Run 1, zoomed window:
Window x 93 to 113, y 137 to 157 um. Cells in gray, sequential cells in the stronger gray; small squares are vias.
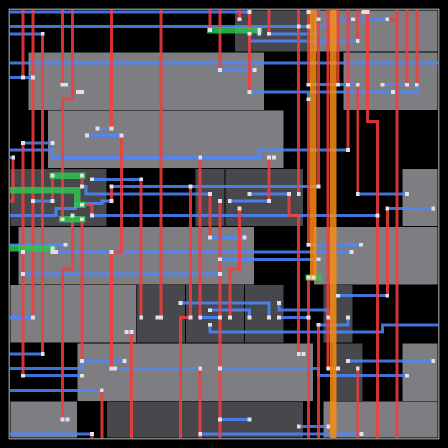
Run 1, I/O nets highlighted:
(2 px per um)
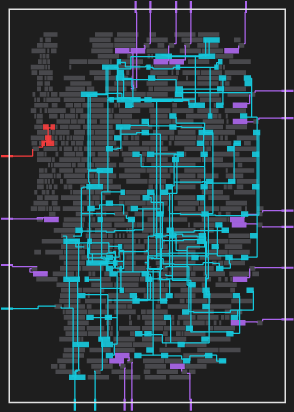
Run 1, clock routing:
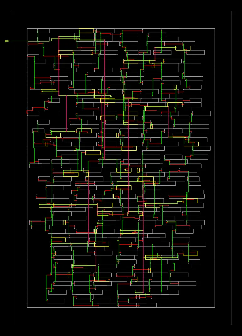
**config.mk**
```make
export PLATFORM = sky130hd
export DESIGN_NAME = fft_frame_buffer_flat
export DESIGN_NICKNAME = d
export VERILOG_FILES = /design/src/rtl/fft_frame_buffer_if.sv /design/src/rtl/fft_frame_buffer.sv /design/src/flat_wrapper.sv
export SDC_FILE = /design/constraint.sdc
export NUM_CORES = 1
export LEC_CHECK = 0
export CORE_ASPECT_RATIO = 1.5
export CORE_MARGIN = 10
export CORE_UTILIZATION = 54
export CTS_CLUSTER_DIAMETER = 200
export CTS_CLUSTER_SIZE = 10
export DETAILED_ROUTE_END_ITERATION = 10
export GPL_TIMING_DRIVEN = 0
export PLACE_DENSITY_LB_ADDON = 0.2
export SETUP_SLACK_MARGIN = 0.05
export SYNTH_ARGS = -nofsm -noshare
export SYNTH_HDL_FRONTEND = slang
export SYNTH_SLANG_ARGS = --single-unit
```
**constraint.sdc**
```tcl
create_clock -name clk -period 2.2 [get_ports clk]
set_input_delay 0.33 -clock clk [delete_from_list [all_inputs] [get_ports clk]]
set_output_delay 0.33 -clock clk [all_outputs]
set_load 0.1 [all_outputs]
```
**src/rtl/fft_frame_buffer_if.sv**
```systemverilog
// Sample-in / frame-read bus between the ADC framer and the FFT core.
interface fft_frame_buffer_if #(
  parameter int W     = 16,
  parameter int LOG2N = 3
);
  logic [W-1:0]     data_in;
  logic             dv;
  logic [LOG2N-1:0] rd_addr;
  logic [W-1:0]     rd_data;
  logic             frame_ready;
  logic             frame_done;
  logic             overflow;
  logic [7:0]       frame_count;
  logic             wr_bank;

  modport master (
    output data_in, dv, rd_addr, frame_done,
    input  rd_data, frame_ready, overflow, frame_count, wr_bank
  );

  modport slave (
    input  data_in, dv, rd_addr, frame_done,
    output rd_data, frame_ready, overflow, frame_count, wr_bank
  );
endinterface

```
**src/rtl/fft_frame_buffer.sv**
```systemverilog
// Ping-pong framer: packs N strobed samples per bank, hands full banks to the FFT reader.
// Read data 1 cycle after address; no backpressure on input, samples arriving with both banks full are dropped.
module fft_frame_buffer #(
  parameter int W           = 16,
  parameter int N           = 8,
  parameter int LOG2N       = 3,
  parameter int BIT_REVERSE = 1,
  parameter int SIGNED_OUT  = 1
) (
  input  logic               clk,
  input  logic               reset,
  fft_frame_buffer_if.slave  bus
);

  typedef enum logic {FILL, STALL} wr_state_t;

  localparam logic [LOG2N-1:0] IDX_LAST = LOG2N'(N - 1);
  localparam logic [LOG2N-1:0] IDX_ONE  = LOG2N'(1);

  wr_state_t        state, state_nxt;
  logic             wr_bank, wr_bank_nxt;
  logic             rd_bank, rd_bank_nxt;
  logic [LOG2N-1:0] wr_idx, wr_idx_nxt;
  logic [1:0]       bank_full, bank_full_nxt;
  logic             overflow, overflow_nxt;
  logic [7:0]       frame_count, frame_count_nxt;
  logic             wr_en;
  logic [LOG2N-1:0] wr_addr;
  logic [W-1:0]     wr_dat;
  logic             release_rd;
  logic [W-1:0]     rd_data;
  logic [W-1:0]     mem [2*N];

  function automatic logic [LOG2N-1:0] bitrev(input logic [LOG2N-1:0] v);
    logic [LOG2N-1:0] r;
    r = '0;
    for (int i = 0; i < LOG2N; i++) r[i] = v[LOG2N-1-i];
    return r;
  endfunction

  // A FRAME_DONE only counts when the reader actually holds a full bank.
  assign release_rd = bus.frame_done & bank_full[rd_bank];

  always_comb begin
    wr_addr = (BIT_REVERSE != 0) ? bitrev(wr_idx) : wr_idx;
    wr_dat  = (SIGNED_OUT != 0) ? {~bus.data_in[W-1], bus.data_in[W-2:0]} : bus.data_in;
  end

  always_ff @(posedge clk) begin
    if (reset) begin
      state       <= FILL;
      wr_bank     <= 1'b0;
      rd_bank     <= 1'b0;
      wr_idx      <= '0;
      bank_full   <= 2'b00;
      overflow    <= 1'b0;
      frame_count <= 8'd0;
    end else begin
      state       <= state_nxt;
      wr_bank     <= wr_bank_nxt;
      rd_bank     <= rd_bank_nxt;
      wr_idx      <= wr_idx_nxt;
      bank_full   <= bank_full_nxt;
      overflow    <= overflow_nxt;
      frame_count <= frame_count_nxt;
    end
  end

  always_comb begin
    state_nxt       = state;
    wr_bank_nxt     = wr_bank;
    rd_bank_nxt     = rd_bank;
    wr_idx_nxt      = wr_idx;
    bank_full_nxt   = bank_full;
    overflow_nxt    = overflow;
    frame_count_nxt = frame_count;
    wr_en           = 1'b0;

    if (release_rd) begin
      bank_full_nxt[rd_bank] = 1'b0;
      rd_bank_nxt            = ~rd_bank;
    end

    case (state)
      FILL: begin
        if (bus.dv) begin
          wr_en = 1'b1;
          if (wr_idx == IDX_LAST) begin
            wr_idx_nxt             = '0;
            bank_full_nxt[wr_bank] = 1'b1;
            frame_count_nxt        = frame_count + 8'd1;
            // The other bank is usable if empty or freed by the reader on this very edge.
            if (!bank_full[~wr_bank] || (release_rd && (rd_bank != wr_bank)))
              wr_bank_nxt = ~wr_bank;
            else
              state_nxt = STALL;
          end else begin
            wr_idx_nxt = wr_idx + IDX_ONE;
          end
        end
      end
      STALL: begin
        if (bus.dv) overflow_nxt = 1'b1;
        if (release_rd) begin
          wr_bank_nxt = ~wr_bank;
          wr_idx_nxt  = '0;
          state_nxt   = FILL;
        end
      end
      default: state_nxt = FILL;
    endcase
  end

  always_ff @(posedge clk) begin
    if (wr_en && !reset) mem[{wr_bank, wr_addr}] <= wr_dat;
  end

  always_ff @(posedge clk) begin
    if (reset) rd_data <= '0;
    else       rd_data <= mem[{rd_bank, bus.rd_addr}];
  end

  assign bus.rd_data     = rd_data;
  assign bus.frame_ready = bank_full[rd_bank];
  assign bus.overflow    = overflow;
  assign bus.frame_count = frame_count;
  assign bus.wr_bank     = wr_bank;

endmodule

```
**src/flat_wrapper.sv**
```systemverilog
// flat-port wrapper written by rule: the top's interface ports become plain ports
module fft_frame_buffer_flat 
#(
  parameter int W           = 16,
  parameter int N           = 8,
  parameter int LOG2N       = 3,
  parameter int BIT_REVERSE = 1,
  parameter int SIGNED_OUT  = 1
)
  (clk, reset, bus_data_in, bus_dv, bus_rd_addr, bus_frame_done, bus_rd_data, bus_frame_ready, bus_overflow, bus_frame_count, bus_wr_bank);
  fft_frame_buffer_if #(.W(W), .LOG2N(LOG2N)) bus_i ();
  input  logic clk;
  input  logic reset;
  input wire logic [$bits(bus_i.data_in)-1:0] bus_data_in;
  input wire logic [$bits(bus_i.dv)-1:0] bus_dv;
  input wire logic [$bits(bus_i.rd_addr)-1:0] bus_rd_addr;
  input wire logic [$bits(bus_i.frame_done)-1:0] bus_frame_done;
  output wire logic [$bits(bus_i.rd_data)-1:0] bus_rd_data;
  output wire logic [$bits(bus_i.frame_ready)-1:0] bus_frame_ready;
  output wire logic [$bits(bus_i.overflow)-1:0] bus_overflow;
  output wire logic [$bits(bus_i.frame_count)-1:0] bus_frame_count;
  output wire logic [$bits(bus_i.wr_bank)-1:0] bus_wr_bank;
  assign bus_i.data_in = bus_data_in;
  assign bus_i.dv = bus_dv;
  assign bus_i.rd_addr = bus_rd_addr;
  assign bus_i.frame_done = bus_frame_done;
  assign bus_rd_data = bus_i.rd_data;
  assign bus_frame_ready = bus_i.frame_ready;
  assign bus_overflow = bus_i.overflow;
  assign bus_frame_count = bus_i.frame_count;
  assign bus_wr_bank = bus_i.wr_bank;
  fft_frame_buffer #(.W(W), .N(N), .LOG2N(LOG2N), .BIT_REVERSE(BIT_REVERSE), .SIGNED_OUT(SIGNED_OUT)) u_core (.clk(clk), .reset(reset), .bus(bus_i));
endmodule
```
==> summary.txt, run 1 <==
Notes on the physical implementation.

- The flow ran to the end, but the final reports show violations.
- The final reports fail on setup timing.
- The worst slack after detailed placement is -0.692 ns, for reference.
- Cells with a size suffix above 1 make up 15.1% of the layout.
- The power report attributes to the clock group a share of 43.1%.
- The number of multi-input logic gates is 323, for reference.
- The design received a total of 264 well taps at floorplan.
- Each instance of the synthesized netlist takes up on average 17.2 um2.
- The power density relative to cell area is 892 nW/um2, for reference.
- The worst setup path is launched from a flip-flop.
- The group with the largest share of power is registers, for reference.
- Ranking logic cells in the layout by count gives the top entries edfxtp_1 (256), mux2i_1 (100), a22oi_1 (50), clkbuf_16 (37), clkbuf_1 (35).
- The number of vias per cell after detailed routing is 6.01, for reference.
- In the per-layer summary, the met1 wirelength comes to 9.80 mm.
- The maximum net fanout on the critical path is 8, for reference.
- For this run, the number of Yosys warnings is 0.
- The initial cell density of the core is 54.7%, for reference.
- The gate-level netlist out of Yosys references 37 unique cell types.
- For this block, the via count after detailed routing is 6239.
- The number of clock buffers in the layout is approximately 60, for reference.
- Traced cell by cell, the critical path runs through nand2b_1 > nor3_1 > nand2b_1 > nor3_4 > buf_6.
- The register with the most flip-flops in the layout has approximately 260 of them.
- Looking at the VDD voltage map, the peak drop is 0.000587 V.
- Per the finish-stage timing summary, setup violations number 2.
- At the end of the flow, the number of nets in the layout was 776.
- The stage logs contain a warning count of 29.
- The total track usage is about a fifth, for reference.
- The via count of the first global-routing pass is ~6700, for reference.
- Non-clock inverters in the final layout number 2.
- Multiplexer cells account for 12.0% of the synthesized area.
- The dominant kind of cell is flip-flops and latches, for reference.
- The critical path arrival is 2.39 ns, for reference.
- The global-route layer with the greatest usage is met2, for reference.
- The switching power is 2.52 mW, for reference.
- Setup repair after global routing could not meet its margin everywhere.
- Among all flip-flop cells after synthesis, the most frequent one is edfxtp_1.
- The final worst-path cycle share is 100%, for reference.
- The wire length of the first global-routing pass is 39.4 mm, for reference.
- 0 antenna diodes ended up in the layout.
- The largest registers in the layout are u_core.mem x256, u_core.bus.rd_data x16, u_core.bus.frame_count x8.
- The wire length on met3 is between 1.5 and 2 mm, for reference.
- Per the detail_route log, the uppermost layer with routed signals is met4.
- The synthesized-area fraction occupied by adder cells is 0.337%, for reference.
- The post-CTS clock slew at the launch and capture registers of the worst setup and hold paths is 0.05 ns, for reference.
- For this run, the slowest stage of the critical path takes 0.50 ns.
- The launch point of the worst hold path is bus_rd_addr[0], for reference.
- The number of non-clock buffers in the layout is roughly 100, for reference.
- The start point of the critical path is u_core.state, for reference.
- After synthesis, the share of flip-flops with an asynchronous set or reset is 0%.
- Of the total standard cell area in the layout, the sequential portion is a little over three fifths.
- The final core area utilization is 65.4%, for reference.
- Setup total negative slack on the finished layout was measured at -0.00560 ns.
- The cell with the largest stage delay on the worst path is nor3_4, for reference.
- The met2 usage is 34.6%, for reference.
- Per the synthesis report, the single largest cell type by area occupies 69.1% of cell area.
- For reference, the final report shows the hold violation count at 0.
- The maximum level of the CTS H-tree is 2, for reference.
- In the placement report, post-DP HPWL is listed as approximately 17 mm.
- At the pin with the least slew margin, the transition time is 0.988 ns.
- The worst-case headroom to the max-slew limit is 34.4%, for reference.
- The leakage power of the design is between 4 and 5 nW, for reference.
- The commonest non-fill, non-tap cell in the layout is edfxtp_1, for reference.
- In this run the remaining antenna-violating nets after routing total 0.
- The minimum clock period after layout is 2.20 ns, for reference.
- The kind of cell with the highest combined delay along the critical path is simple AND/OR/NAND/NOR gates.
- The synthesized netlist was found by Yosys to have between 600 and 700 cells.
- The number of hold buffers added after CTS was 0.
- The hold-critical path endpoint is u_core.bus.rd_data[8], for reference.
- Setup slack on the critical path of the routed design comes to -0.00301 ns.
- The layout overhead on the synthesized area is 19.5%, for reference.
- STA lists the startpoint of the worst register-to-register path as u_core.state.
- In this run the register-to-register setup slack is -0.003 ns.
- Per the detailed placement report, the placed cell area equals about 12000 um2.
- Counting every net in the synthesized netlist gives just under 700.
- The worst setup path is captured at a flip-flop.
- The most common cell type on the critical path is nand2b_1, for reference.
- After filler insertion, the fill cell instance count of the layout stands at 1428.
- In this run, the synthesized area fraction spent on AND-OR/OR-AND gates is recorded as 4.57%.
- The cell type with the largest total area after synthesis is edfxtp_1, for reference.
- The cell area after layout is around 13000 um2, for reference.
- The number of placed cells counting well taps is roughly 970, for reference.
- Per the skew report, the later register of the worst-skew pair sees a clock latency of 0.49 ns.
- Counting flops per register, the top entry is u_core.mem.
- The logic share of the area is between 20 and 25%, for reference.
- The number of buffers and inverters on the critical path is 1, for reference.
- The design draws 11.9 mW.
- The netlist area before placement is 11100 um2, for reference.
- The sequential cell area is between 8000 and 9000 um2, for reference.
- The fraction of area in clock buffers and inverters is under 10%, for reference.
- The clock passes through at most 3 buffers.
- The total met2 wirelength after detailed routing is 14.2 mm, for reference.
- The met3 track utilization from global routing is under 10%, for reference.
- The floorplan has 64 rows.
- The net switching share of the total power is 21.3%, for reference.
- The setup fix buffers added after clock tree synthesis is 0, for reference.
- The floorplan step defined a die boundary enclosing between 20000 and 30000 um2.
- Following the worst setup path forward leads to its endpoint at u_core.mem[0][2].
- The number of gates resized after CTS is 37, for reference.
- The combinational cell fraction of total power is 6.0%, for reference.
- The floorplan step defined a core boundary enclosing 20300 um2.
- The cell count after synthesis is 648, for reference.
- All stages included, the depth of the critical timing path comes to 5.
Back to the opening pictures, 'zoomed window':
Red stands for M2. Orange stands for M4. Green stands for M3. Blue stands for M1.
Netlist names of flops here include `u_core.mem` (7). Sequential cells in the window: 7. 17 logic cells have their middle in the window. Most frequent: edfxtp_1 (7), nand2_1 (2), mux2i_1 (2).

Back to the opening pictures, 'I/O nets highlighted':
Cyan stands for `bus_rd_addr`, direction input, edge 2 bottom, 1 left, end cells 132, buffers 17, wire 3190 um. Purple stands for `bus_rd_data`, direction output, edge 6 right, 5 top, 3 bottom, 2 left, end cells 16, buffers 16, wire 374 um. Red stands for `bus_dv`, direction input, edge left, end cells 6, buffers 1, wire 36.1 um.
count of input and output buffers: 47
I/O pin count: 50

Back to the opening pictures, 'clock routing':
P_clk: 5.11 mW
total clock buffers created by CTS: 34

==> run 2, diff against run 1 <==
Settings changed: CTS_CLUSTER_DIAMETER 200 to 40.
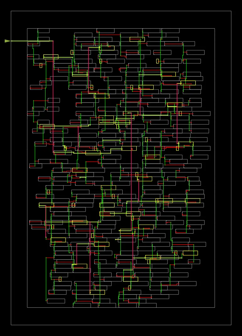
Run 2: clock routing
Sinks on Clock Net: 289
Skew-Pair Late Insertion Delay: 0.49 ns
final clock skew: 0.0116 ns
number of sequential cells: 289

==> run 2 against run 1 <==
  * The run still ends with setup timing left
  * Routed wire length increased by 1.6%
  * Power about the same
  * Utilization rose by 0.78 points
  * Hold slack worse by 0.013 ns
  * Count of clock-buffer cells in the layout rose by 1
  * First-iteration DRC count increased by 13%
  * Combinational power hardly changed
  * Die area stayed put
  * Cell area increased by 1.2%
  * Maximum frequency decreased by 4.8%
==> summary.txt, run 2 <==
Notes on the physical implementation.

- The via count of the first global-routing pass is 6641, for reference.
- The total of hold buffers inserted after clock tree synthesis is 0, for reference.
- The logic share of the area is 19.9%, for reference.
- Counting buffers and inverters, the worst setup path is 5 cells deep.
- In this design, the critical path's most frequently occurring cell is nand2b_1.
- The analysis attributes to cell leakage a power of about 4.8 nW.
- The worst-case headroom to the max-slew limit is 35.4%, for reference.
- The total number of nets in the final design is slightly below 800, for reference.
- Wire segments on met2 add up to 14.3 mm in the final route.
- The layout overhead on the synthesized area is 20.9%, for reference.
- The initial cell density of the core is 54.7%, for reference.
- The setup fix buffers added after clock tree synthesis is 0, for reference.
- The synthesized netlist contains 37 unique library cells.
- The dominant kind of cell is flip-flops and latches, for reference.
- In this run the most used layer during global routing was met2.
- edfxtp_1 takes more of the synthesized area than any other cell.
- The total track usage is ~20%, for reference.
- The share of final-layout standard cells stronger than drive strength 1 is 15.9%, for reference.
- The power in the clock group is between 5 and 6 mW, for reference.
- The Yosys step of the flow raised 0 warnings.
- The number of I/O port buffers is 47, for reference.
- Per the breakdown, switching nets consume 21.2% of all power.
- The post-CTS clock slew at the launch and capture registers of the worst setup and hold paths is 0.05 ns, for reference.
- The share of the synthesized area in the top cell type is approximately 69%, for reference.
- Routed signal wires occupy layers up through met4.
- The CTS buffer count is 34, for reference.
- Per the synthesis report, the adder-cell share of the synthesized area is 0.337%.
- The script reports the combined buffer and inverter count of the critical path as 1.
- Per the synth stats, the proportion of register bits with asynchronous set or reset is 0%.
- The average footprint of a synthesized cell is about 17 um2, for reference.
- The most used flip-flop cell after synthesis is edfxtp_1.
- The register with the most flip-flops in the final layout is u_core.mem.
- STA classifies the critical path endpoint as a flip-flop.
- The register with the most flip-flops in the layout has 256 of them.
- The worst setup path is launched from a flip-flop.
- Registers represent a cell area share of 62.0%.
- The library cells used most frequently in the layout, excluding fill and tap cells, are edfxtp_1 (256), mux2i_1 (100), a22oi_1 (50), clkbuf_16 (37), clkbuf_1 (36).
- Detailed placement reports a standard cell area of 12200 um2.
- The number of placement rows is ~64, for reference.
- Setup repair after global routing could not meet its margin everywhere.
- The critical path arrival is between 2 and 3 ns, for reference.
- The slew of the pin with the lowest slew margin is 0.973 ns, for reference.
- The number of diodes is 0, for reference.
- In this run the remaining antenna-violating nets after routing total 0.
- The hold-critical path endpoint is u_core.bus.rd_data[8], for reference.
- The number of gates resized after CTS was 37.
- The worst setup path endpoint is u_core.mem[0][5], for reference.
- The checks that failed: setup timing.
- Counting tap cells, the placed design contains a total of between 900 and 1000 instances.
- Adding up every negative setup slack in the final design gives -1.33 ns.
- The worst slack after detailed placement is -0.692 ns, for reference.
- The dominant power group in this design is registers.
- Per the finish-stage timing summary, setup violations number 12.
- The power density relative to cell area is roughly 880 nW/um2, for reference.
- Per the STA report, the cell with the highest stage delay on the worst path is nor3_2.
- The total cells reported by yosys after synthesis is between 600 and 700, for reference.
- Non-clock inverters in the final layout number 2.
- The overall via count from detail_route is 6345, for reference.
- For this design the total switching power over the nets is 2.52 mW.
- In the global route stage, met3 resource usage came out at between 3 and 4%.
- The netlist area before placement is 11100 um2, for reference.
- Summing over the stages, the warning tally comes to 29.
- The run finished, with violations left.
- The layout has around 1400 filler cells.
- After detailed routing, the wire length on met1 is 9.99 mm.
- For this run, the slowest stage of the critical path takes a little under 0.7 ns.
- Per STA, the startpoint of the critical path is u_core.state.
- The area fraction in compound gates is approximately 4.6%, for reference.
- The final power report lists total power as 11.9 mW.
- According to the I/O placement log, the pin count is around 50.
- The combinational cell fraction of total power is 6.0%, for reference.
- The worst setup slack after layout is -0.114 ns, for reference.
- The highest supply drop recorded on VDD is 0.000598 V.
- The maximum net fanout on the critical path is 8, for reference.
- The number of well taps is 264, for reference.
- The startpoint of the most critical register-to-register path is u_core.state, for reference.
- The launch point of the worst hold path is bus_rd_addr[0], for reference.
- Looking at the clock tree report, the H-tree level count equals 2.
- On the critical path the largest part of the delay comes from simple AND/OR/NAND/NOR gates.
- The routed design shows a via density per instance of 6.04.
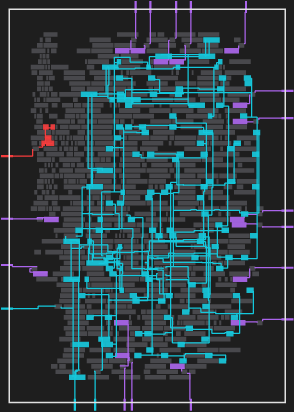
Run 2: I/O nets highlighted
(2 px per um)
Red stands for `bus_dv`, direction input, edge left, end cells 6, buffers 1, wire 38.5 um. Cyan stands for `bus_rd_addr`, direction input, edge 2 bottom, 1 left, end cells 132, buffers 17, wire 3140 um. Purple stands for `bus_rd_data`, direction output, edge 6 right, 5 top, 3 bottom, 2 left, end cells 16, buffers 16, wire 354 um.

==> run 3, diff against run 2 <==
Settings changed: CORE_UTILIZATION 54 to 55, CTS_BUF_LIST set to sky130_fd_sc_hd__clkbuf_8.
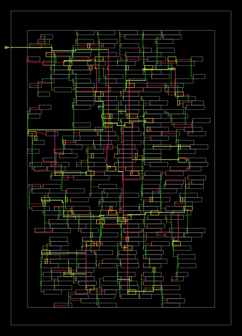
Run 3: clock routing
P_clk: 3.26 mW
final clock skew: 0.0185 ns
Skew-Pair Late Insertion Delay: 0.51 ns
number of clock buffers in the layout: 35

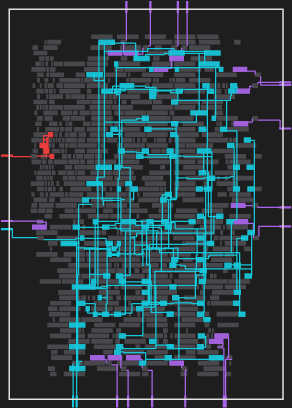
Run 3: I/O nets highlighted
(2 px per um)
Red stands for `bus_dv`, direction input, edge left, end cells 6, buffers 1, wire 35.8 um. Purple stands for `bus_rd_data`, direction output, edge 6 bottom, 5 right, 4 top, 1 left, end cells 16, buffers 16, wire 364 um. Cyan stands for `bus_rd_addr`, direction input, edge 2 bottom, 1 left, end cells 132, buffers 17, wire 3220 um.

==> run 3 against run 2 <==
  * The flow now finishes without violations
  * Synthesized cell count unchanged
  * Via count down 2.3%
  * Hold slack improved by 0.010 ns
  * Non-clock buffer count fell by 2
  * Setup slack improved by 0.24 ns
  * Maximum frequency up 11%
  * Sequential share of layout area rose by 2.3 points
  * Global-route usage down 0.72 points
  * Largest power group unchanged
==> summary.txt, run 3 <==
Notes on the physical implementation.

- The flow ran to the end, and the final reports show no timing, DRC or antenna violations.
- The mux cell area share after synthesis is 12.0%, for reference.
- The warning tally printed by Yosys for this design is 0.
- The fraction of area in clock buffers and inverters is 4.46%, for reference.
- The total placed instance area is 12100 um2, for reference.
- The share of final-layout standard cells stronger than drive strength 1 is 16.1%, for reference.
- Total power for the finished layout comes to 10.0 mW.
- Leaving out the clock tree, the finished layout contains a buffer count of 109.
- The cell area after layout is 13000 um2, for reference.
- The number of diodes is 0, for reference.
- The final hold violation count recorded for this run is 0.
- At the floorplan stage, the core utilization is reported as ~56%.
- The worst slack after detailed placement is -0.734 ns, for reference.
- The warning total across the stage logs is 29, for reference.
- Looking at the max-slew report, the worst-margin pin has a slew of 0.995 ns.
- After synthesis, the cell types taking the most area are edfxtp_1 (69%), mux2i_1 (9.0%), dfxtp_1 (5.9%).
- The horizontal die size is approximately 140 um, for reference.
- The register with the most flip-flops is u_core.mem, for reference.
- Multi-input logic gates represent a cell area share of 20.7%.
- The final sum of negative setup slack is 0 ns, for reference.
- The layout has 1403 filler cells.
- In the global route stage, met2 resource usage came out at 33.1%.
- Setup repair after global routing could not meet its margin everywhere.
- STA lists the startpoint of the worst register-to-register path as u_core.state.
- The end-of-flow timing check tallies setup violations at 0.
- The largest voltage drop on the vdd net is 0.000473 V, for reference.
- The setup fix buffers added after clock tree synthesis is 3, for reference.
- The met1 wire length is 9.60 mm, for reference.
- In the final layout, the multi-input gates occupy 2690 um2.
- The area of the die is roughly 26000 um2, for reference.
- The final core area utilization is 65.4%, for reference.
- Per the post-run analysis, buffers plus inverters along the critical path come to 1.
- Once routing completed, OpenROAD measured the worst setup slack at 0.121 ns.
- The average footprint of a synthesized cell is roughly 17 um2, for reference.
- The number of antenna-violating nets in the routed design is 0, for reference.
- The synthesized netlist occupies a cell area of roughly 11000 um2.
- The met3 track utilization from global routing is under 10%, for reference.
- Listed in order, past its start point the critical path passes dlygate4sd2_1.
- The endpoint kind of the worst setup timing path is an output port, for reference.
- The detailed placer's ending HPWL is 15.8 mm, for reference.
- Ranked by instance count, the synthesized netlist is headed by edfxtp_1 (256), mux2i_1 (100), a22oi_1 (50), dfxtp_1 (33), nand3_1 (32).
- The first detailed-routing pass ran for 4 iterations.
- The net switching share of the total power is 22.9%, for reference.
- Hold timing on the final database bottoms out at a slack of 0.459 ns.
- The worst-case clock buffer depth is 3, for reference.
- The final layout contains a sequential cell count of 289.
- The violation tally from detailed-route iteration zero is between 400 and 500, for reference.
- The timing report attributes the biggest portion of critical-path delay to buffers and inverters.
- The number of vias per cell after detailed routing is between 5 and 6, for reference.
- Looking at hold timing, the worst path starts from u_core.bank_full[1].
- The async set or reset register ratio after synthesis is 0%, for reference.
- Ranked by power, first place goes to registers.
- The overall via count from detail_route is 6198, for reference.
- The commonest non-fill, non-tap cell in the layout is edfxtp_1, for reference.
- The synthesized-area fraction occupied by adder cells is 0.337%, for reference.
- The area fraction in compound gates is 4.57%, for reference.
- The delay of the slowest cell on the worst path is 0.89 ns, for reference.
- The critical path arrival is ~1.8 ns, for reference.
- Max-slew check failures listed in the final report amount to 0.
- The timing report shows that the slowest cell on the worst path is dlygate4sd2_1.
- The share of synthesized area in the top cell type comes to 69.1%.
- The number of different library cells in the post-synthesis netlist is 37, for reference.
- Between the synthesized netlist and the finished layout, the area growth was recorded as 16.6%.
- The largest family of logic cells by area is multiplexers, for reference.
- The placeable core area is 19900 um2, for reference.
- The H-tree was split into 2 levels.
- Counting every instance in the synthesized netlist gives 648.
- The via count of the first global-routing pass came to between 6000 and 7000.
- The registers reported with the highest flop counts are u_core.mem x256, u_core.bus.rd_data x16, u_core.bus.frame_count x8.
- The number of gates resized after CTS is 42, for reference.
- The number of placed cells counting well taps is roughly 970, for reference.
- OpenSTA lists the critical path startpoint as u_core.bus.frame_count[7].
- Wires add up to 25.4 mm.
- The number of nets at floorplan is between 600 and 700, for reference.
- The power report attributes to the combinational group a share of under 10%.
- Looking at the hold checks, the worst path lands on u_core.rd_bank.
- The number of multi-input logic gates is 323, for reference.
- The chip area line in the Yosys stat output reads 11100 um2.
- According to the finish report, the design has a final net count of a little under 800.
- The highest metal layer with signal wires is met4, for reference.
- Counting flops with a built-in enable in the synthesized netlist gives 256.
- The CTS buffer count is 34, for reference.
- The total track usage is 18.9%, for reference.
- The number of I/O port buffers is about 47, for reference.
- Across the whole layout, storage elements account for roughly 8300 um2.
- The TritonCTS sink count is 289, for reference.
- The inverter count of the layout excluding clock inverters is 2, for reference.
- Dividing total power by cell area gives a power density of 770 nW/um2.
- Per the cell usage report, the commonest logic cells after layout are edfxtp_1 (256), mux2i_1 (100), a22oi_1 (50), clkbuf_8 (35).
- The number of well taps is 260, for reference.
- The number of hold buffers added after CTS was 0.
- The first global-routing pass estimated approximately 38 mm of wire.
- The synth_stat.txt file lists the number of cells as 648.
- The post-CTS clock slew at the launch and capture registers of the worst setup and hold paths is 0.07 ns, for reference.
- Per report_power, the sequential group accounts for between 60% and 70% of the total.
- Following the worst setup path forward leads to its endpoint at bus_frame_count[7].
- The initial antenna violation count is 0, for reference.
- The total met2 wirelength after detailed routing is 13.5 mm, for reference.
- The register-to-register path setup slack is 0.16 ns, for reference.
- Summed over all nets, the switching power comes to ~2.3 mW.
- Per the layout area report, the sequential fraction of cell area is 64.3%.
- Global routing put the most usage on met2.
- The internal cell power is 7.71 mW, for reference.
- The cell type with the largest total area after synthesis is edfxtp_1, for reference.
- The count of boundary I/O pins is around 50, for reference.
- The final worst-path cycle share is 94.5%, for reference.
- The clock period could shrink to 2.08 ns.
- The script extracted a total leakage power of 4.63 nW.
- The fraction of power consumed by the clock network is 32.6%, for reference.
- The wire length on met3 is 1.60 mm, for reference.
- The global routing report lists met1 layer usage as 22.7%.
- The worst-case headroom to the max-slew limit is 33.9%, for reference.
- The register share after synthesis is 75.0%, for reference.
- The number of cells on the critical path is 1, for reference.
- The maximum net fanout on the critical path is 2, for reference.
- Post-synth the commonest register cell is edfxtp_1.
- In this run, the synthesized area fraction spent on xor and xnor cells is recorded as 0.472%.
- The worst setup path is launched from a flip-flop.
- Looking at the area split, the leading class of cells is flip-flops and latches.
- The buffering overhead is ~8%, for reference.
- The register with the most flip-flops in the layout has 256 of them.
- The number of placement rows is 63, for reference.
- The data required time reported for the critical path is 1.87 ns.
Power and IR drop assume default switching activity.
